<file path="src/rtl/motor_drive_pkg.sv">
// Shared types, constants and duty-ramp helper for the dual H-bridge motor driver.
package motor_drive_pkg;

    localparam int unsigned ACTION_W = 4;
    localparam int unsigned DUTY_W   = 8;
    localparam int unsigned DIR_W    = 2;

    // Action bit positions (one-hot command from the car controller)
    localparam int unsigned ACT_FWD   = 0;
    localparam int unsigned ACT_BWD   = 1;
    localparam int unsigned ACT_LEFT  = 2;
    localparam int unsigned ACT_RIGHT = 3;

    // Bridge input pair coding
    localparam logic [DIR_W-1:0] DIR_FWD   = 2'b10;
    localparam logic [DIR_W-1:0] DIR_REV   = 2'b01;
    localparam logic [DIR_W-1:0] DIR_COAST = 2'b00;

    typedef enum logic [1:0] {
        ST_IDLE = 2'd0,
        ST_RAMP = 2'd1,
        ST_RUN  = 2'd2,
        ST_DEAD = 2'd3
    } state_e;

    // Decoded command: requested directions and duty target
    typedef struct packed {
        logic [DIR_W-1:0]  dir_a;
        logic [DIR_W-1:0]  dir_b;
        logic [DUTY_W-1:0] target;
        logic              stop;
    } cmd_t;

    // One saturating ramp step of duty toward target, 9-bit intermediate
    function automatic logic [DUTY_W-1:0] step_duty(
        input logic [DUTY_W-1:0] duty,
        input logic [DUTY_W-1:0] target,
        input logic [DUTY_W-1:0] step
    );
        logic [DUTY_W:0] up;
        logic [DUTY_W:0] lim;
        up  = {1'b0, duty} + {1'b0, step};
        lim = {1'b0, target} + {1'b0, step};
        if (duty < target) begin
            return (up > {1'b0, target}) ? target : up[DUTY_W-1:0];
        end
        if ({1'b0, duty} > lim) begin
            return duty - step;
        end
        return target;
    endfunction

endpackage

</file>
<file path="src/rtl/motor_drive_if.sv">
// Command / bridge-drive bundle between the car controller and motor_drive.
interface motor_drive_if;
    import motor_drive_pkg::*;

    logic [ACTION_W-1:0] Action;
    logic [DIR_W-1:0]    dir_a;
    logic [DIR_W-1:0]    dir_b;
    logic                pwm_a;
    logic                pwm_b;
    logic                busy;

    modport master (
        output Action,
        input  dir_a, dir_b, pwm_a, pwm_b, busy
    );

    modport slave (
        input  Action,
        output dir_a, dir_b, pwm_a, pwm_b, busy
    );

endinterface

</file>
<file path="src/rtl/motor_drive_pwm_timebase.sv">
// Prescaler plus 8-bit PWM counter; flags the last tick of every PWM period.
module motor_drive_pwm_timebase
    import motor_drive_pkg::*;
#(
    parameter int unsigned PRESCALE = 390
) (
    input  logic              clk_in,
    input  logic              rst_n,
    output logic [DUTY_W-1:0] pwm_cnt,
    output logic              period_end_c
);

    localparam int unsigned PRE_W = (PRESCALE > 1) ? $clog2(PRESCALE) : 1;

    logic [PRE_W-1:0]  presc_q, presc_d;
    logic [DUTY_W-1:0] pwm_cnt_q, pwm_cnt_d;
    logic              tick_c;

    // Next prescaler / counter values and period boundary
    always_comb begin
        tick_c       = (presc_q == PRE_W'(PRESCALE - 1));
        presc_d      = tick_c ? '0 : presc_q + PRE_W'(1);
        pwm_cnt_d    = tick_c ? pwm_cnt_q + DUTY_W'(1) : pwm_cnt_q;
        period_end_c = tick_c && (pwm_cnt_q == '1);
    end

    // Counter registers with synchronous reset
    always_ff @(posedge clk_in) begin
        if (!rst_n) begin
            presc_q   <= '0;
            pwm_cnt_q <= '0;
        end else begin
            presc_q   <= presc_d;
            pwm_cnt_q <= pwm_cnt_d;
        end
    end

    assign pwm_cnt = pwm_cnt_q;

endmodule

</file>
<file path="src/rtl/motor_drive.sv">
// Action-to-H-bridge driver: direction pins, shared-duty PWM, soft ramp and reversal dead-time.
module motor_drive
    import motor_drive_pkg::*;
#(
    parameter int unsigned PRESCALE     = 390,
    parameter int unsigned RAMP_STEP    = 8,
    parameter int unsigned DEAD_PERIODS = 50,
    parameter int unsigned DUTY_RUN     = 200,
    parameter int unsigned DUTY_TURN    = 128
) (
    input  logic          clk_in,
    input  logic          rst_n,
    motor_drive_if.slave  bus
);

    localparam int unsigned DEAD_W = (DEAD_PERIODS > 1) ? $clog2(DEAD_PERIODS + 1) : 1;

    state_e             state_q, state_d;
    logic [DIR_W-1:0]   dir_a_q, dir_a_d;
    logic [DIR_W-1:0]   dir_b_q, dir_b_d;
    logic [DUTY_W-1:0]  duty_q, duty_d;
    logic [DEAD_W-1:0]  dead_cnt_q, dead_cnt_d;
    logic               pwm_a_q, pwm_a_d;
    logic               pwm_b_q, pwm_b_d;
    logic               busy_q, busy_d;

    logic [DUTY_W-1:0]  pwm_cnt;
    logic               period_end_c;
    cmd_t               cmd_c;
    logic               reversal_c;
    logic [DUTY_W-1:0]  stepped_c;

    motor_drive_pwm_timebase #(
        .PRESCALE (PRESCALE)
    ) u_timebase (
        .clk_in       (clk_in),
        .rst_n        (rst_n),
        .pwm_cnt      (pwm_cnt),
        .period_end_c (period_end_c)
    );

    // Decode Action into requested directions/target; anything not one-hot means stop
    always_comb begin
        cmd_c.dir_a  = dir_a_q;
        cmd_c.dir_b  = dir_b_q;
        cmd_c.target = '0;
        cmd_c.stop   = 1'b1;
        if ($onehot(bus.Action)) begin
            cmd_c.stop = 1'b0;
            if (bus.Action[ACT_FWD]) begin
                cmd_c.dir_a  = DIR_FWD;
                cmd_c.dir_b  = DIR_FWD;
                cmd_c.target = DUTY_W'(DUTY_RUN);
            end else if (bus.Action[ACT_BWD]) begin
                cmd_c.dir_a  = DIR_REV;
                cmd_c.dir_b  = DIR_REV;
                cmd_c.target = DUTY_W'(DUTY_RUN);
            end else if (bus.Action[ACT_LEFT]) begin
                cmd_c.dir_a  = DIR_REV;
                cmd_c.dir_b  = DIR_FWD;
                cmd_c.target = DUTY_W'(DUTY_TURN);
            end else if (bus.Action[ACT_RIGHT]) begin
                cmd_c.dir_a  = DIR_FWD;
                cmd_c.dir_b  = DIR_REV;
                cmd_c.target = DUTY_W'(DUTY_TURN);
            end
        end
        reversal_c = ((dir_a_q != DIR_COAST) && (cmd_c.dir_a != DIR_COAST) && (dir_a_q != cmd_c.dir_a))
                  || ((dir_b_q != DIR_COAST) && (cmd_c.dir_b != DIR_COAST) && (dir_b_q != cmd_c.dir_b));
        stepped_c  = step_duty(duty_q, cmd_c.target, DUTY_W'(RAMP_STEP));
    end

    // Next-state, duty and direction; everything advances only at period end
    always_comb begin
        state_d    = state_q;
        dir_a_d    = dir_a_q;
        dir_b_d    = dir_b_q;
        duty_d     = duty_q;
        dead_cnt_d = dead_cnt_q;

        if (period_end_c) begin
            case (state_q)
                ST_IDLE: begin
                    if (!cmd_c.stop) begin
                        dir_a_d = cmd_c.dir_a;
                        dir_b_d = cmd_c.dir_b;
                        duty_d  = stepped_c;
                        state_d = (stepped_c == cmd_c.target) ? ST_RUN : ST_RAMP;
                    end
                end
                ST_RAMP, ST_RUN: begin
                    if (reversal_c) begin
                        state_d    = ST_DEAD;
                        duty_d     = '0;
                        dir_a_d    = DIR_COAST;
                        dir_b_d    = DIR_COAST;
                        dead_cnt_d = DEAD_W'(DEAD_PERIODS);
                    end else begin
                        duty_d = stepped_c;
                        if (stepped_c != cmd_c.target) begin
                            state_d = ST_RAMP;
                        end else if (cmd_c.stop) begin
                            state_d = ST_IDLE;
                            dir_a_d = DIR_COAST;
                            dir_b_d = DIR_COAST;
                        end else begin
                            state_d = ST_RUN;
                        end
                    end
                end
                ST_DEAD: begin
                    if (dead_cnt_q <= DEAD_W'(1)) begin
                        dead_cnt_d = '0;
                        if (cmd_c.stop) begin
                            state_d = ST_IDLE;
                        end else begin
                            dir_a_d = cmd_c.dir_a;
                            dir_b_d = cmd_c.dir_b;
                            duty_d  = stepped_c;
                            state_d = (stepped_c == cmd_c.target) ? ST_RUN : ST_RAMP;
                        end
                    end else begin
                        dead_cnt_d = dead_cnt_q - DEAD_W'(1);
                    end
                end
                default: begin
                    state_d = ST_IDLE;
                end
            endcase
        end

        busy_d  = (state_d == ST_RAMP) || (state_d == ST_DEAD);
        pwm_a_d = (pwm_cnt < duty_q);
        pwm_b_d = (pwm_cnt < duty_q);
    end

    // State and output registers with synchronous reset
    always_ff @(posedge clk_in) begin
        if (!rst_n) begin
            state_q    <= ST_IDLE;
            dir_a_q    <= DIR_COAST;
            dir_b_q    <= DIR_COAST;
            duty_q     <= '0;
            dead_cnt_q <= '0;
            pwm_a_q    <= 1'b0;
            pwm_b_q    <= 1'b0;
            busy_q     <= 1'b0;
        end else begin
            state_q    <= state_d;
            dir_a_q    <= dir_a_d;
            dir_b_q    <= dir_b_d;
            duty_q     <= duty_d;
            dead_cnt_q <= dead_cnt_d;
            pwm_a_q    <= pwm_a_d;
            pwm_b_q    <= pwm_b_d;
            busy_q     <= busy_d;
        end
    end

    assign bus.dir_a = dir_a_q;
    assign bus.dir_b = dir_b_q;
    assign bus.pwm_a = pwm_a_q;
    assign bus.pwm_b = pwm_b_q;
    assign bus.busy  = busy_q;

endmodule

</file>
<file path="src/flat_wrapper.sv">
// flat-port wrapper written by rule: the top's interface ports become plain ports
module motor_drive_flat import motor_drive_pkg::*;
#(
    parameter int unsigned PRESCALE     = 390,
    parameter int unsigned RAMP_STEP    = 8,
    parameter int unsigned DEAD_PERIODS = 50,
    parameter int unsigned DUTY_RUN     = 200,
    parameter int unsigned DUTY_TURN    = 128
)
  (clk_in, rst_n, bus_Action, bus_dir_a, bus_dir_b, bus_pwm_a, bus_pwm_b, bus_busy);
  motor_drive_if bus_i ();
  input  logic clk_in;
  input  logic rst_n;
  input wire logic [$bits(bus_i.Action)-1:0] bus_Action;
  output wire logic [$bits(bus_i.dir_a)-1:0] bus_dir_a;
  output wire logic [$bits(bus_i.dir_b)-1:0] bus_dir_b;
  output wire logic [$bits(bus_i.pwm_a)-1:0] bus_pwm_a;
  output wire logic [$bits(bus_i.pwm_b)-1:0] bus_pwm_b;
  output wire logic [$bits(bus_i.busy)-1:0] bus_busy;
  assign bus_i.Action = bus_Action;
  assign bus_dir_a = bus_i.dir_a;
  assign bus_dir_b = bus_i.dir_b;
  assign bus_pwm_a = bus_i.pwm_a;
  assign bus_pwm_b = bus_i.pwm_b;
  assign bus_busy = bus_i.busy;
  motor_drive #(.PRESCALE(PRESCALE), .RAMP_STEP(RAMP_STEP), .DEAD_PERIODS(DEAD_PERIODS), .DUTY_RUN(DUTY_RUN), .DUTY_TURN(DUTY_TURN)) u_core (.clk_in(clk_in), .rst_n(rst_n), .bus(bus_i));
endmodule
</file>
<file path="config.mk">
export PLATFORM = sky130hd
export DESIGN_NAME = motor_drive_flat
export DESIGN_NICKNAME = d
export VERILOG_FILES = /design/src/rtl/motor_drive_pkg.sv /design/src/rtl/motor_drive_if.sv /design/src/rtl/motor_drive_pwm_timebase.sv /design/src/rtl/motor_drive.sv /design/src/flat_wrapper.sv
export SDC_FILE = /design/constraint.sdc
export NUM_CORES = 1
export LEC_CHECK = 0
export CORE_ASPECT_RATIO = 0.8
export CORE_MARGIN = 2
export CORE_UTILIZATION = 52
export DETAILED_ROUTE_END_ITERATION = 10
export PLACE_DENSITY_LB_ADDON = 0.05
export SYNTH_ARGS = -nofsm -noshare
export SYNTH_HDL_FRONTEND = slang
export SYNTH_HIERARCHICAL = 1
export SYNTH_SLANG_ARGS = --single-unit
</file>
<file path="constraint.sdc">
create_clock -name clk_in -period 9.6 [get_ports clk_in]
set_clock_uncertainty 0.05 [all_clocks]
set_input_delay 2.88 -clock clk_in [delete_from_list [all_inputs] [get_ports clk_in]]
set_output_delay 2.88 -clock clk_in [all_outputs]
set_load 0.005 [all_outputs]
</file>
==> run_1/metal_stack.png <==
Bar = 20 um. Only two layers are drawn.
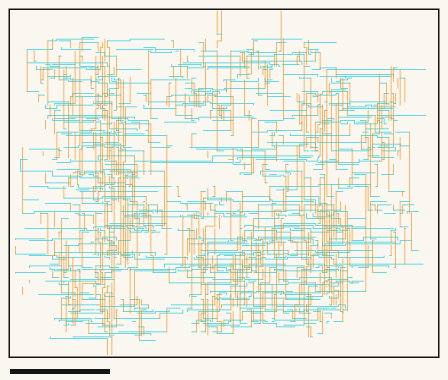
| layer | colour | wire length |
|---|---|---|
| met2 | orange | 2530 um |
| met1 | cyan | 3140 um |

==> run_1/met2.png <==
Bar = 20 um.
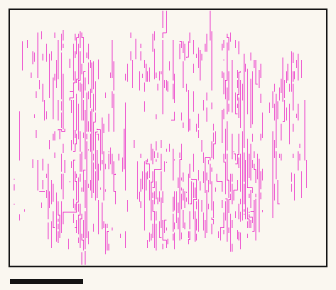
wire length on this layer: 2530 um
longest straight run: 26.2 um
Detailed Route WL: 5950 um
GR met2 Demand/Resource: 0.315

==> run_1/pdn.png <==
Bar = 20 um. Pins as bars on the die edge.
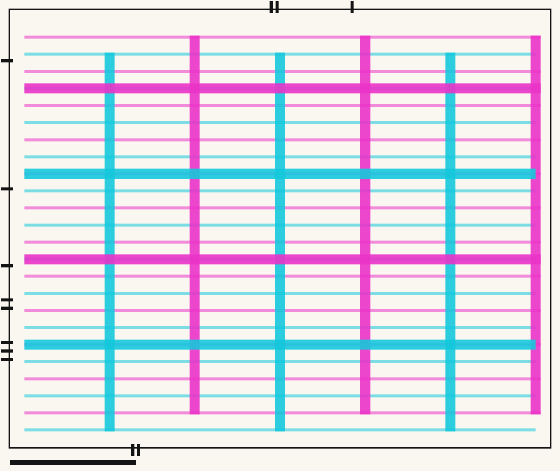
| net | colour |
|---|---|
| VSS | cyan |
| VDD | magenta |
met4 straps: 6
met1 rails: 24
rows: 23
signal pins: 13
met5 straps: 4
die outline height: 69.6 um
Core Footprint: 0.00509 mm2

[run 1: tightest hold or removal path: stages (launching register included)]
cell	delay [ns]
sky130_fd_sc_hd__dfxtp_1	0.34
sky130_fd_sc_hd__nand2_1	0.06
sky130_fd_sc_hd__mux2i_1	0.05
[run 1: per-layer routing]
layer | vias to the layer above | wire (um) | GRT usage
li1 | 1268 | - | -
met1 | 1176 | 3140 | 0.309
met2 | 47 | 2530 | 0.315
met3 | 4 | 246 | 0.0440
met4 | 0 | 36 | 0.0423
met5 | - | 0 | 0
[run 1: through the flow]
stage | util | power, uW | cells
final | 0.599 | 353 | 412
after floorplan | - | 215 | 341
after detailed placement | 0.577 | 229 | 404
after global routing | 0.599 | 375 | 412
after CTS | 0.599 | 357 | 412
after global placement | 0.577 | 229 | 404
[run 1: registers in the layout, summed over array words and instances, names as in the netlist, named ones only]
register                   cells
u_core/duty_q                  8
u_core/bus.dir_a               2
u_core/u_timebase/presc_q      9
u_core/bus.dir_b               2
u_core/u_timebase/pwm_cnt      8
u_core/dead_cnt_q              6
u_core/bus.pwm_b               1
[run 1: report_power, final]
group	internal, uW	switching (uW)
registers	159	1.58
logic	25.8	39.8
clock network	72.5	54.2
[run 1: area by class of cell]
cell class              instances  area [um2]
flip-flops and latches         38         761
multi-input cells             261        1870
repair buffers                 12         120
clock buffers                   8         110
well taps                      62        77.6
fillers                       483        2040
inverters                      31         116
[run 1: logic make-up (layout without fill, tap and decap cells)]
family,count (synthesis),after routing
DFF,38,38
AOI/OAI and AO/OA,101,101
xor gates and xnor gates,10,10
adders and majority gates,28,28
muxes,5,5
buffers and inverters,42,51
and+or+nand+nor,117,117
==> impl_metrics.xml, run 1 <==
<?xml version="1.0" encoding="UTF-8"?>
<metrics>
  <group name="outcome">
    <metric name="outcome" unit="">finished, final reports clean</metric>
  </group>
  <group name="setup_path">
    <metric name="endpoint" unit="">u_core/bus.dir_b[1]$_SDFFE_PN0P_</metric>
    <metric name="timing.reg2reg.setup_slack" unit="ns">5.77</metric>
    <metric name="cp_slowest_stage_delay" unit="ns">0.66</metric>
    <metric name="worstSetupPathDepth" unit="">16</metric>
    <metric name="critical_path_buf_inv_count" unit="">3</metric>
    <metric name="r2r-end" unit="">u_core/bus.dir_a[1]$_SDFFE_PN0P_</metric>
    <metric name="maximum_net_fanout_on_the_critical_path" unit="">9</metric>
    <metric name="worst_r2r_path_depth" unit="">7</metric>
    <metric name="critical_path_class" unit="">input port to flop</metric>
    <metric name="worstReg2RegStart" unit="">u_core/u_timebase/presc_q[0]$_SDFF_PP0_</metric>
    <metric name="master_of_the_slowest_instance_on_the_critical_path" unit="">sky130_fd_sc_hd__or4b_2</metric>
    <metric name="crit_path_start_kind" unit="">input port</metric>
    <metric name="path_delay_family" unit="">AND-OR/OR-AND gates</metric>
    <metric name="path_cells" unit="">clkdlybuf4s50_1, inv_1, fa_1, inv_1, ha_1, ha_1, or3b_1, a31o_2, ha_1, or4b_2, o22ai_1, o211ai_1, a32oi_1, nor3_1, a311oi_2, a211o_1</metric>
    <metric name="crit_end_category" unit="">flop</metric>
    <metric name="crit_required" unit="ns">9.78</metric>
  </group>
  <group name="clock_network">
    <metric name="post-cts-setup-buffers" unit="">0</metric>
    <metric name="clock_path_buffers" unit="">2</metric>
    <metric name="cts.hold.buffers_added" unit="">0</metric>
    <metric name="worst_setup_hold_path_clk_slew" unit="ns">0.07</metric>
    <metric name="clock.latency.late_pin" unit="ns">0.28</metric>
    <metric name="tritoncts.num_buffers" unit="">5</metric>
    <metric name="clock-sinks" unit="">38</metric>
    <metric name="htree_num_levels" unit="">2</metric>
    <metric name="postCtsResizedCells" unit="">0</metric>
  </group>
  <group name="power">
    <metric name="p_leak" unit="uW">0.00112</metric>
    <metric name="vdd_ir_drop_max" unit="mV">0.0545</metric>
    <metric name="power.density" unit="mW/mm2">116</metric>
  </group>
  <group name="place">
    <metric name="detailedPlacementHpwl" unit="um">4440</metric>
    <metric name="portBuffers" unit="">12</metric>
    <metric name="setup_slack_after_placement" unit="ns">1.67</metric>
  </group>
  <group name="worst_hold_path">
    <metric name="min-delay-path-class" unit="">flop to flop</metric>
    <metric name="hold_path_startpoint" unit="">u_core/u_timebase/pwm_cnt[7]$_SDFFE_PN0N_</metric>
  </group>
  <group name="finish">
    <metric name="layout_top_cells" unit="">sky130_fd_sc_hd__dfxtp_1 (38), sky130_fd_sc_hd__inv_1 (29), sky130_fd_sc_hd__nor2_1 (29), sky130_fd_sc_hd__a21oi_1 (27), sky130_fd_sc_hd__ha_1 (27)</metric>
    <metric name="final_nets" unit="">383</metric>
    <metric name="post_route_cells_drive_above_1_share" unit="">0.0714</metric>
    <metric name="top_cell_excl_fill_tap" unit="">sky130_fd_sc_hd__dfxtp_1</metric>
    <metric name="finalInstanceArea" unit="mm2">0.00305</metric>
  </group>
  <group name="logic_synthesis">
    <metric name="ys.flop_type" unit="">sky130_fd_sc_hd__dfxtp_1</metric>
    <metric name="synth_nets" unit="">375</metric>
    <metric name="synth-warning-count" unit="">6</metric>
    <metric name="post_synth_main_logic_family" unit="">AND-OR/OR-AND gates</metric>
    <metric name="number_of_enable_type_register_cells_in_the_synthesized_netlist" unit="">0</metric>
    <metric name="post_synth_num_cell_types" unit="">65</metric>
    <metric name="mux_area_frac" unit="">0.0179</metric>
    <metric name="top_cell" unit="">sky130_fd_sc_hd__dfxtp_1</metric>
    <metric name="synth_simple_gate_area_share" unit="">0.243</metric>
    <metric name="async_reset_ff_frac" unit="">0</metric>
    <metric name="synth-seq-area-share" unit="">0.272</metric>
    <metric name="topCellsByArea" unit="">sky130_fd_sc_hd__dfxtp_1 (27%), sky130_fd_sc_hd__ha_1 (12%), sky130_fd_sc_hd__a21oi_1 (4.8%)</metric>
    <metric name="avgSynthCellArea" unit="um2">8.21</metric>
    <metric name="ys_area" unit="mm2">0.00280</metric>
    <metric name="synth_xor_xnor_area_share" unit="">0.0313</metric>
    <metric name="mappedNetlistArea" unit="mm2">0.00280</metric>
    <metric name="synth.ff_latch_count" unit="">38</metric>
    <metric name="aoi_share" unit="">0.247</metric>
  </group>
  <group name="sta">
    <metric name="finalWorstPathRequiredPeriod" unit="ns">7.64</metric>
    <metric name="worst_slew_pin_slew" unit="ns">1.02</metric>
    <metric name="finalSetupViolations" unit="">0</metric>
    <metric name="timing.hold.ws" unit="ns">0.454</metric>
    <metric name="rsz0062_at_grt" unit="">no</metric>
    <metric name="final-max-slew-violation-count" unit="">0</metric>
    <metric name="fin_ws" unit="ns">1.96</metric>
    <metric name="tns" unit="ns">0</metric>
    <metric name="clock.fmax" unit="MHz">131</metric>
  </group>
  <group name="floorplanning">
    <metric name="top_level_ports" unit="">13</metric>
    <metric name="placementRows" unit="">23</metric>
  </group>
  <group name="global_route">
    <metric name="antenna_found_initial" unit="">0</metric>
    <metric name="grt_pass1_wl" unit="um">10500</metric>
    <metric name="grt_max_degree" unit="">18</metric>
    <metric name="grt_util_all_layers" unit="">0.210</metric>
    <metric name="gr-total-overflow" unit="">0</metric>
  </group>
  <group name="detailed_routing">
    <metric name="drtAntennaViolNets" unit="">0</metric>
    <metric name="drc" unit="">0</metric>
    <metric name="initialDrtViolationCount" unit="">159</metric>
    <metric name="wl_per_cell" unit="um">14.4</metric>
    <metric name="routed-via-count" unit="">2495</metric>
  </group>
  <group name="job">
    <metric name="warning_count" unit="">33</metric>
  </group>
</metrics>
==> run_1/final_clocks.png <==
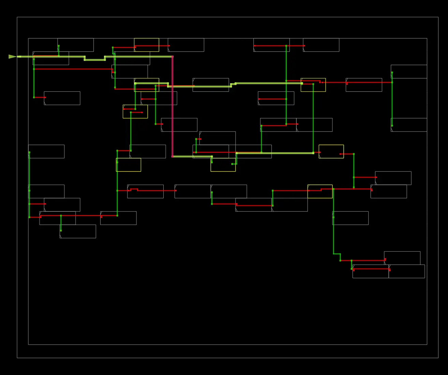

## Run 2: what changed since run 1
==> constraint.sdc (replaced) <==
create_clock -name clk_in -period 6.5 [get_ports clk_in]
set_clock_uncertainty 0.05 [all_clocks]
set_input_delay 1.95 -clock clk_in [delete_from_list [all_inputs] [get_ports clk_in]]
set_output_delay 1.95 -clock clk_in [all_outputs]
set_load 0.005 [all_outputs]
==> run_2/final_clocks.png <==
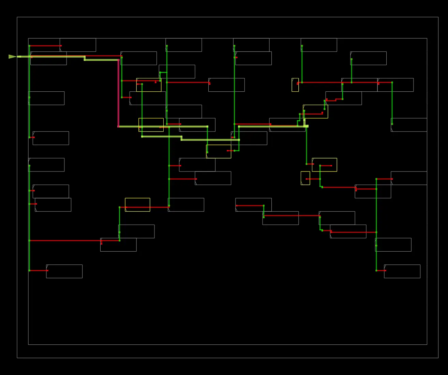
clock buffer count from CTS: 5
clock buffer count: 7

==> impl_metrics.xml, run 2 <==
<?xml version="1.0" encoding="UTF-8"?>
<metrics>
  <group name="outcome">
    <metric name="outcome" unit="">finished, final reports clean</metric>
  </group>
  <group name="finish">
    <metric name="finalNonFillerCells" unit="">421</metric>
    <metric name="top_cell_excl_fill_tap" unit="">sky130_fd_sc_hd__dfxtp_1</metric>
    <metric name="area_delta_synth_final" unit="%">10.8</metric>
    <metric name="finalInstanceArea" unit="mm2">0.00310</metric>
    <metric name="final_nets" unit="">392</metric>
    <metric name="largest_register_ffs" unit="">9</metric>
    <metric name="max_flop_register" unit="">u_core/u_timebase/presc_q</metric>
    <metric name="layout_top_cells" unit="">sky130_fd_sc_hd__dfxtp_1 (38), sky130_fd_sc_hd__inv_1 (29), sky130_fd_sc_hd__nor2_1 (29), sky130_fd_sc_hd__a21oi_1 (27), sky130_fd_sc_hd__ha_1 (27)</metric>
    <metric name="antenna_cells_inserted" unit="">0</metric>
    <metric name="post_route_cells_drive_above_1_share" unit="">0.0919</metric>
  </group>
  <group name="power">
    <metric name="vdd_ir_drop_max" unit="mV">0.0780</metric>
    <metric name="power.density" unit="mW/mm2">165</metric>
    <metric name="p_leak" unit="uW">0.00115</metric>
  </group>
  <group name="global_route">
    <metric name="gr-total-overflow" unit="">0</metric>
    <metric name="grt_pass1_wl" unit="um">10800</metric>
    <metric name="grt_pass1_vias" unit="">2351</metric>
    <metric name="grt_max_degree" unit="">18</metric>
    <metric name="grt_util_all_layers" unit="">0.214</metric>
    <metric name="antenna_found_initial" unit="">0</metric>
  </group>
  <group name="sta">
    <metric name="final_hold_viol_count" unit="">0</metric>
    <metric name="tns" unit="ns">0</metric>
    <metric name="clock.fmax" unit="MHz">161</metric>
    <metric name="final-max-slew-violation-count" unit="">0</metric>
    <metric name="rsz0062_at_grt" unit="">no</metric>
    <metric name="timing.hold.ws" unit="ns">0.450</metric>
    <metric name="finalSetupViolations" unit="">0</metric>
    <metric name="worst_slew_pin_slew" unit="ns">0.851</metric>
    <metric name="timing.final.crit_share" unit="">0.958</metric>
    <metric name="max-slew-margin-rel" unit="">0.430</metric>
    <metric name="finalWorstPathRequiredPeriod" unit="ns">6.22</metric>
  </group>
  <group name="logic_synthesis">
    <metric name="topCellsByArea" unit="">sky130_fd_sc_hd__dfxtp_1 (27%), sky130_fd_sc_hd__ha_1 (12%), sky130_fd_sc_hd__a21oi_1 (4.8%)</metric>
    <metric name="synth_xor_xnor_area_share" unit="">0.0313</metric>
    <metric name="synth_stat.cells" unit="">341</metric>
    <metric name="aoi_share" unit="">0.247</metric>
    <metric name="synth.ff_latch_count" unit="">38</metric>
    <metric name="syn_inst" unit="">341</metric>
    <metric name="synth-seq-area-share" unit="">0.272</metric>
    <metric name="mappedNetlistArea" unit="mm2">0.00280</metric>
    <metric name="ys.flop_type" unit="">sky130_fd_sc_hd__dfxtp_1</metric>
    <metric name="number_of_enable_type_register_cells_in_the_synthesized_netlist" unit="">0</metric>
    <metric name="mux_area_frac" unit="">0.0179</metric>
    <metric name="synth_nets" unit="">375</metric>
    <metric name="post-synth-top-area-fraction" unit="">0.272</metric>
    <metric name="post_synth_main_logic_family" unit="">AND-OR/OR-AND gates</metric>
    <metric name="avgSynthCellArea" unit="um2">8.21</metric>
    <metric name="adder_share" unit="">0.128</metric>
    <metric name="common_cells" unit="">sky130_fd_sc_hd__dfxtp_1 (38), sky130_fd_sc_hd__inv_1 (29), sky130_fd_sc_hd__nor2_1 (29)</metric>
    <metric name="top_cell" unit="">sky130_fd_sc_hd__dfxtp_1</metric>
    <metric name="post_synth_num_cell_types" unit="">65</metric>
    <metric name="async_reset_ff_frac" unit="">0</metric>
    <metric name="synth-warning-count" unit="">6</metric>
    <metric name="ys_area" unit="mm2">0.00280</metric>
    <metric name="synth_simple_gate_area_share" unit="">0.243</metric>
    <metric name="yosys.area.top_type" unit="">sky130_fd_sc_hd__dfxtp_1</metric>
  </group>
  <group name="floorplanning">
    <metric name="placementRows" unit="">23</metric>
    <metric name="top_level_ports" unit="">13</metric>
    <metric name="die_area" unit="mm2">0.00599</metric>
    <metric name="core_area" unit="mm2">0.00509</metric>
    <metric name="initCoreUtil" unit="">0.549</metric>
    <metric name="die_width" unit="um">86.0</metric>
    <metric name="die_h" unit="um">69.6</metric>
  </group>
  <group name="setup_path">
    <metric name="critical_path_buf_inv_count" unit="">4</metric>
    <metric name="master_of_the_slowest_instance_on_the_critical_path" unit="">sky130_fd_sc_hd__or4b_2</metric>
    <metric name="path_delay_family" unit="">simple AND/OR/NAND/NOR gates</metric>
    <metric name="crit_end_category" unit="">flop</metric>
    <metric name="crit_required" unit="ns">6.66</metric>
    <metric name="maximum_net_fanout_on_the_critical_path" unit="">6</metric>
    <metric name="crit_top_cell" unit="">sky130_fd_sc_hd__ha_1</metric>
    <metric name="cp_data_arrival_time" unit="ns">6.38</metric>
    <metric name="cp_slowest_stage_delay" unit="ns">0.67</metric>
    <metric name="crit_path_start_kind" unit="">input port</metric>
    <metric name="critical_path_class" unit="">input port to flop</metric>
    <metric name="path_cells" unit="">clkdlybuf4s50_1, inv_1, fa_1, inv_1, ha_1, ha_1, or3b_1, a31o_2, ha_1, or4b_2, o22ai_1, o211ai_1, buf_4, nand2_1, nor2_1, or4_1, a21oi_1</metric>
  </group>
  <group name="detailed_routing">
    <metric name="wl_per_cell" unit="um">14.4</metric>
    <metric name="drtAntennaViolNets" unit="">0</metric>
    <metric name="routed-via-count" unit="">2527</metric>
    <metric name="drtPass1Iterations" unit="">5</metric>
    <metric name="avgViaCountPerCell" unit="">6.00</metric>
    <metric name="drc" unit="">0</metric>
    <metric name="initialDrtViolationCount" unit="">148</metric>
    <metric name="detail_route.wirelength" unit="um">6070</metric>
  </group>
  <group name="clock_network">
    <metric name="clock-sinks" unit="">38</metric>
    <metric name="htree_num_levels" unit="">2</metric>
    <metric name="cts_root_buf" unit="">sky130_fd_sc_hd__clkbuf_8</metric>
    <metric name="tritoncts" unit="">done</metric>
    <metric name="post-cts-setup-buffers" unit="">0</metric>
    <metric name="clock_path_buffers" unit="">2</metric>
    <metric name="clock.latency.late_pin" unit="ns">0.28</metric>
    <metric name="cts.hold.buffers_added" unit="">0</metric>
    <metric name="postCtsResizedCells" unit="">0</metric>
    <metric name="worst_setup_hold_path_clk_slew" unit="ns">0.07</metric>
  </group>
  <group name="job">
    <metric name="warning_count" unit="">33</metric>
    <metric name="drv.max_cap_violation_count" unit="">0</metric>
  </group>
  <group name="place">
    <metric name="place.detailed.instances" unit="">412</metric>
    <metric name="placement.cell_area" unit="mm2">0.00300</metric>
    <metric name="portBuffers" unit="">12</metric>
    <metric name="detailedPlacementHpwl" unit="um">4580</metric>
    <metric name="place_congestion" unit="">0.895</metric>
  </group>
  <group name="worst_hold_path">
    <metric name="min-delay-path-class" unit="">flop to flop</metric>
  </group>
</metrics>
==> run_2/metal_stack.png <==
Bar = 20 um. Only two layers are drawn.
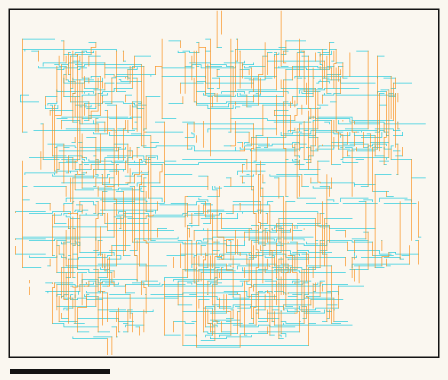
| layer | colour | wire length |
|---|---|---|
| met1 | cyan | 3130 um |
| met2 | orange | 2630 um |

-- run 2: cell counts after synthesis --
No cell type changed its count.
-- run 2: layout make-up --
type	count	area, um2
Clock buffer	7	86.3
Clock inverter	1	5.00
Fill cell	453	1990
Inverter	31	116
Multi-Input combinational cell	261	1870
Sequential cell	38	761
Tap cell	62	77.6
Timing Repair Buffer	21	188
-- run 2: power by group --
group          switching (uW)  internal, uW  total, uW
registers                2.56           234        237
logic                    62.5          48.9        111
clock network            78.6          85.6        164
total                     144           369        512
-- run 2: path summary, 6_finish.rpt --
check / startpoint / cells after the start / end / slack [ns]
setup / recovery: bus_Action[1] / 17 / u_core/duty_q[3]$_SDFFE_PN0P_ / 0.28
hold / removal: u_core/u_timebase/presc_q[0]$_SDFF_PP0_ / 1 / u_core/u_timebase/presc_q[0]$_SDFF_PP0_ / 0.45
setup reg to reg: u_core/u_timebase/presc_q[0]$_SDFF_PP0_ / 7 / u_core/bus.dir_a[1]$_SDFFE_PN0P_ / 2.94
hold reg to reg: u_core/u_timebase/presc_q[0]$_SDFF_PP0_ / 1 / u_core/u_timebase/presc_q[0]$_SDFF_PP0_ / 0.45
-- run 2: stage by stage --
step / util / setup WS (ns) / power, uW
floorplan: - / 0.499 / 317
finish: 0.609 / 0.276 / 512
global placement: 0.589 / 0.0844 / 350
detailed placement: 0.589 / -0.0265 / 351
CTS: 0.607 / 0.278 / 518
global route: 0.609 / 0.0265 / 542
-- run 2: metal layers --
layer | global-route usage | share of wire
met1 | 0.315 | 0.52
met2 | 0.327 | 0.43
met3 | 0.0452 | 0.048
met4 | 0.0317 | 0.0021
met5 | 0 | 0
==> run_2/met3.png <==
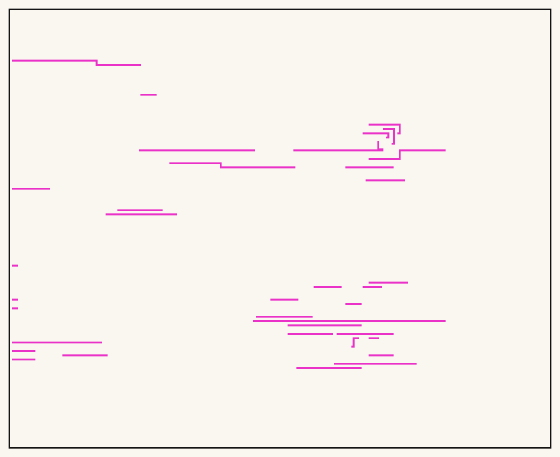

## Run 3: what changed since run 2
--- a/config.mk
+++ b/config.mk
@@ -7,7 +7,7 @@
 export LEC_CHECK = 0
 export CORE_ASPECT_RATIO = 0.8
 export CORE_MARGIN = 2
-export CORE_UTILIZATION = 52
+export CORE_UTILIZATION = 34
 export DETAILED_ROUTE_END_ITERATION = 10
 export PLACE_DENSITY_LB_ADDON = 0.05
 export SYNTH_ARGS = -nofsm -noshare
==> constraint.sdc (replaced) <==
create_clock -name clk_in -period 6.5 [get_ports clk_in]
set_clock_uncertainty 0.05 [all_clocks]
set_input_delay 1.95 -clock clk_in [delete_from_list [all_inputs] [get_ports clk_in]]
set_output_delay 1.95 -clock clk_in [all_outputs]
set_load 0.01 [all_outputs]
==> run_3/met3.png <==
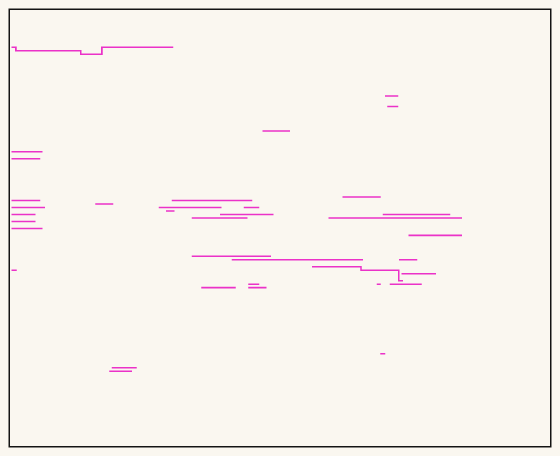
wire length on this layer: 290 um
share of all routed wire: 4.0%
longest straight run: 25.8 um
nets with wire on the layer: 31

==> run_3/metal_stack.png <==
Bar = 20 um. Only two layers are drawn.
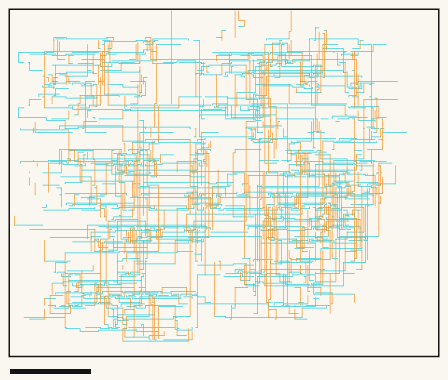
| layer | colour | wire length |
|---|---|---|
| met1 | cyan | 3970 um |
| met2 | orange | 2930 um |
Detailed Route WL: 7250 um
Global Route Usage Sum: 0.174
detailed-route wire length per cell: 15.3 um
via count: 2569

==> impl_metrics.xml, run 3 <==
<?xml version="1.0" encoding="UTF-8"?>
<metrics>
  <group name="outcome">
    <metric name="outcome" unit="">finished, final reports clean</metric>
  </group>
  <group name="sta">
    <metric name="timing.hold.ws" unit="ns">0.448</metric>
    <metric name="clock.fmax" unit="MHz">159</metric>
    <metric name="finalSetupViolations" unit="">0</metric>
    <metric name="finalWorstPathRequiredPeriod" unit="ns">6.30</metric>
    <metric name="rsz0062_at_grt" unit="">no</metric>
    <metric name="tns" unit="ns">0</metric>
    <metric name="fin_ws" unit="ns">0.196</metric>
    <metric name="final-max-slew-violation-count" unit="">0</metric>
    <metric name="timing.final.crit_share" unit="">0.970</metric>
    <metric name="max-slew-margin-rel" unit="">0.391</metric>
    <metric name="worst_slew_pin_slew" unit="ns">0.905</metric>
    <metric name="final_hold_viol_count" unit="">0</metric>
  </group>
  <group name="power">
    <metric name="comb-power" unit="uW">122</metric>
    <metric name="swShare" unit="">0.273</metric>
    <metric name="vdd_ir_drop_max" unit="mV">0.102</metric>
    <metric name="combinationalPowerShare" unit="">0.200</metric>
    <metric name="p_leak" unit="uW">0.00120</metric>
    <metric name="reported_clock_group_power" unit="uW">251</metric>
    <metric name="seqPwrFrac" unit="">0.388</metric>
    <metric name="seq_power" unit="uW">237</metric>
    <metric name="power.density" unit="mW/mm2">187</metric>
    <metric name="share_clk_of_total_power" unit="">0.412</metric>
    <metric name="power_report.internal_total" unit="uW">443</metric>
  </group>
  <group name="finish">
    <metric name="filler_instances" unit="">809</metric>
    <metric name="finish.utilization" unit="">0.409</metric>
    <metric name="antenna_cells_inserted" unit="">0</metric>
    <metric name="post_route_cells_drive_above_1_share" unit="">0.110</metric>
    <metric name="final_nets" unit="">398</metric>
    <metric name="largest_register_ffs" unit="">9</metric>
    <metric name="layout_top_cells" unit="">sky130_fd_sc_hd__dfxtp_1 (38), sky130_fd_sc_hd__inv_1 (29), sky130_fd_sc_hd__nor2_1 (29), sky130_fd_sc_hd__a21oi_1 (27), sky130_fd_sc_hd__ha_1 (27)</metric>
    <metric name="finalInstanceArea" unit="mm2">0.00325</metric>
    <metric name="finalNonFillerCells" unit="">473</metric>
    <metric name="max_flop_register" unit="">u_core/u_timebase/presc_q</metric>
  </group>
  <group name="floorplanning">
    <metric name="die_area" unit="mm2">0.00898</metric>
    <metric name="die_width" unit="um">105</metric>
    <metric name="core_area" unit="mm2">0.00795</metric>
    <metric name="initCoreUtil" unit="">0.352</metric>
    <metric name="top_level_ports" unit="">13</metric>
    <metric name="placementRows" unit="">29</metric>
    <metric name="die_h" unit="um">85.2</metric>
  </group>
  <group name="clock_network">
    <metric name="tritoncts" unit="">done</metric>
    <metric name="clock.latency.late_pin" unit="ns">0.29</metric>
    <metric name="clock-sinks" unit="">38</metric>
    <metric name="clock_path_buffers" unit="">2</metric>
    <metric name="postCtsResizedCells" unit="">0</metric>
    <metric name="htree_num_levels" unit="">2</metric>
    <metric name="cts_root_buf" unit="">sky130_fd_sc_hd__clkbuf_8</metric>
    <metric name="worst_setup_hold_path_clk_slew" unit="ns">0.08</metric>
    <metric name="cts.hold.buffers_added" unit="">0</metric>
  </group>
  <group name="logic_synthesis">
    <metric name="synth.ff_latch_count" unit="">38</metric>
    <metric name="syn_inst" unit="">341</metric>
    <metric name="topCellsByArea" unit="">sky130_fd_sc_hd__dfxtp_1 (27%), sky130_fd_sc_hd__ha_1 (12%), sky130_fd_sc_hd__a21oi_1 (4.8%)</metric>
    <metric name="post_synth_num_cell_types" unit="">65</metric>
    <metric name="synth-warning-count" unit="">6</metric>
    <metric name="mappedNetlistArea" unit="mm2">0.00280</metric>
    <metric name="avgSynthCellArea" unit="um2">8.21</metric>
    <metric name="ys.flop_type" unit="">sky130_fd_sc_hd__dfxtp_1</metric>
    <metric name="post-synth-top-area-fraction" unit="">0.272</metric>
    <metric name="async_reset_ff_frac" unit="">0</metric>
    <metric name="synth_nets" unit="">375</metric>
    <metric name="synth-seq-area-share" unit="">0.272</metric>
  </group>
  <group name="place">
    <metric name="portBuffers" unit="">12</metric>
    <metric name="setup_slack_after_placement" unit="ns">-0.000329</metric>
    <metric name="place.detailed.instances" unit="">464</metric>
    <metric name="detailedPlacementHpwl" unit="um">5300</metric>
  </group>
  <group name="setup_path">
    <metric name="worst_r2r_path_depth" unit="">7</metric>
    <metric name="cp-startpoint" unit="">bus_Action[1]</metric>
    <metric name="maximum_net_fanout_on_the_critical_path" unit="">8</metric>
    <metric name="crit_required" unit="ns">6.64</metric>
    <metric name="cp_data_arrival_time" unit="ns">6.44</metric>
    <metric name="endpoint" unit="">u_core/bus.dir_b[1]$_SDFFE_PN0P_</metric>
    <metric name="critical_path_class" unit="">input port to flop</metric>
    <metric name="r2r-end" unit="">u_core/bus.dir_b[1]$_SDFFE_PN0P_</metric>
    <metric name="crit_end_category" unit="">flop</metric>
    <metric name="crit_path_start_kind" unit="">input port</metric>
  </group>
  <group name="detailed_routing">
    <metric name="drtPass1Iterations" unit="">4</metric>
    <metric name="drtAntennaViolNets" unit="">0</metric>
    <metric name="avgViaCountPerCell" unit="">5.43</metric>
    <metric name="drc" unit="">0</metric>
    <metric name="initialDrtViolationCount" unit="">118</metric>
  </group>
  <group name="global_route">
    <metric name="grt_pass1_vias" unit="">2432</metric>
    <metric name="grt_pass1_wl" unit="um">12600</metric>
    <metric name="gr-total-overflow" unit="">0</metric>
    <metric name="grt_max_degree" unit="">18</metric>
  </group>
  <group name="worst_hold_path">
    <metric name="min-delay-path-class" unit="">flop to flop</metric>
    <metric name="hold_path_end" unit="">u_core/duty_q[2]$_SDFFE_PN0P_</metric>
    <metric name="hold_path_startpoint" unit="">u_core/duty_q[2]$_SDFFE_PN0P_</metric>
  </group>
</metrics>
[run 3: cell counts after synthesis]
Identical to the previous run, type by type.
[run 3: cells by family after synthesis]
group           count (synthesis)  share of synthesized area
compound gates                101                      0.247
xor+xnor                       10                     0.0313
fa+ha+maj                      28                      0.128
buf+inv                        42                     0.0612
flops                          38                      0.272
mux                             5                     0.0179
simple gates                  117                      0.243
[run 3: area by class of cell]
cell class,instances,area (um2),share of cell area
Clock buffer,5,68.8,0.0212
Inverter,31,116,0.0358
Sequential cell,38,761,0.234
Tap cell,108,135,0.0416
Clock inverter,3,68.8,0.0212
Multi-Input combinational cell,261,1870,0.575
Timing Repair Buffer,27,233,0.0716
[run 3: metal layers]
layer | track usage | routed length [um]
met4 | 0.0448 | 63
met3 | 0.0361 | 289
met5 | 0 | 0
met1 | 0.260 | 3970
met2 | 0.250 | 2930
[run 3: critical path, stage by stage]
cell and delay (ns):
sky130_fd_sc_hd__clkdlybuf4s50_1 0.52, sky130_fd_sc_hd__inv_1 0.09, sky130_fd_sc_hd__fa_1 0.50, sky130_fd_sc_hd__inv_1 0.04, sky130_fd_sc_hd__ha_1 0.17, sky130_fd_sc_hd__ha_1 0.30, sky130_fd_sc_hd__nor3b_2 0.26, sky130_fd_sc_hd__nand2b_1 0.16
sky130_fd_sc_hd__ha_1 0.29, sky130_fd_sc_hd__or4b_1 0.49, sky130_fd_sc_hd__or4_4 0.53, sky130_fd_sc_hd__o21ai_4 0.13, sky130_fd_sc_hd__a41oi_1 0.14, sky130_fd_sc_hd__nor3_1 0.28, sky130_fd_sc_hd__a311oi_2 0.12, sky130_fd_sc_hd__buf_4 0.17
sky130_fd_sc_hd__a211o_1 0.28
[run 3: repair_timing]
item	4_1_cts	5_1_grt
endpoints found under the hold margin	0	0
buffers inserted	0	1
setup endpoints to repair	0	4
No activity file was given, so power comes from the tool's default toggle rates.
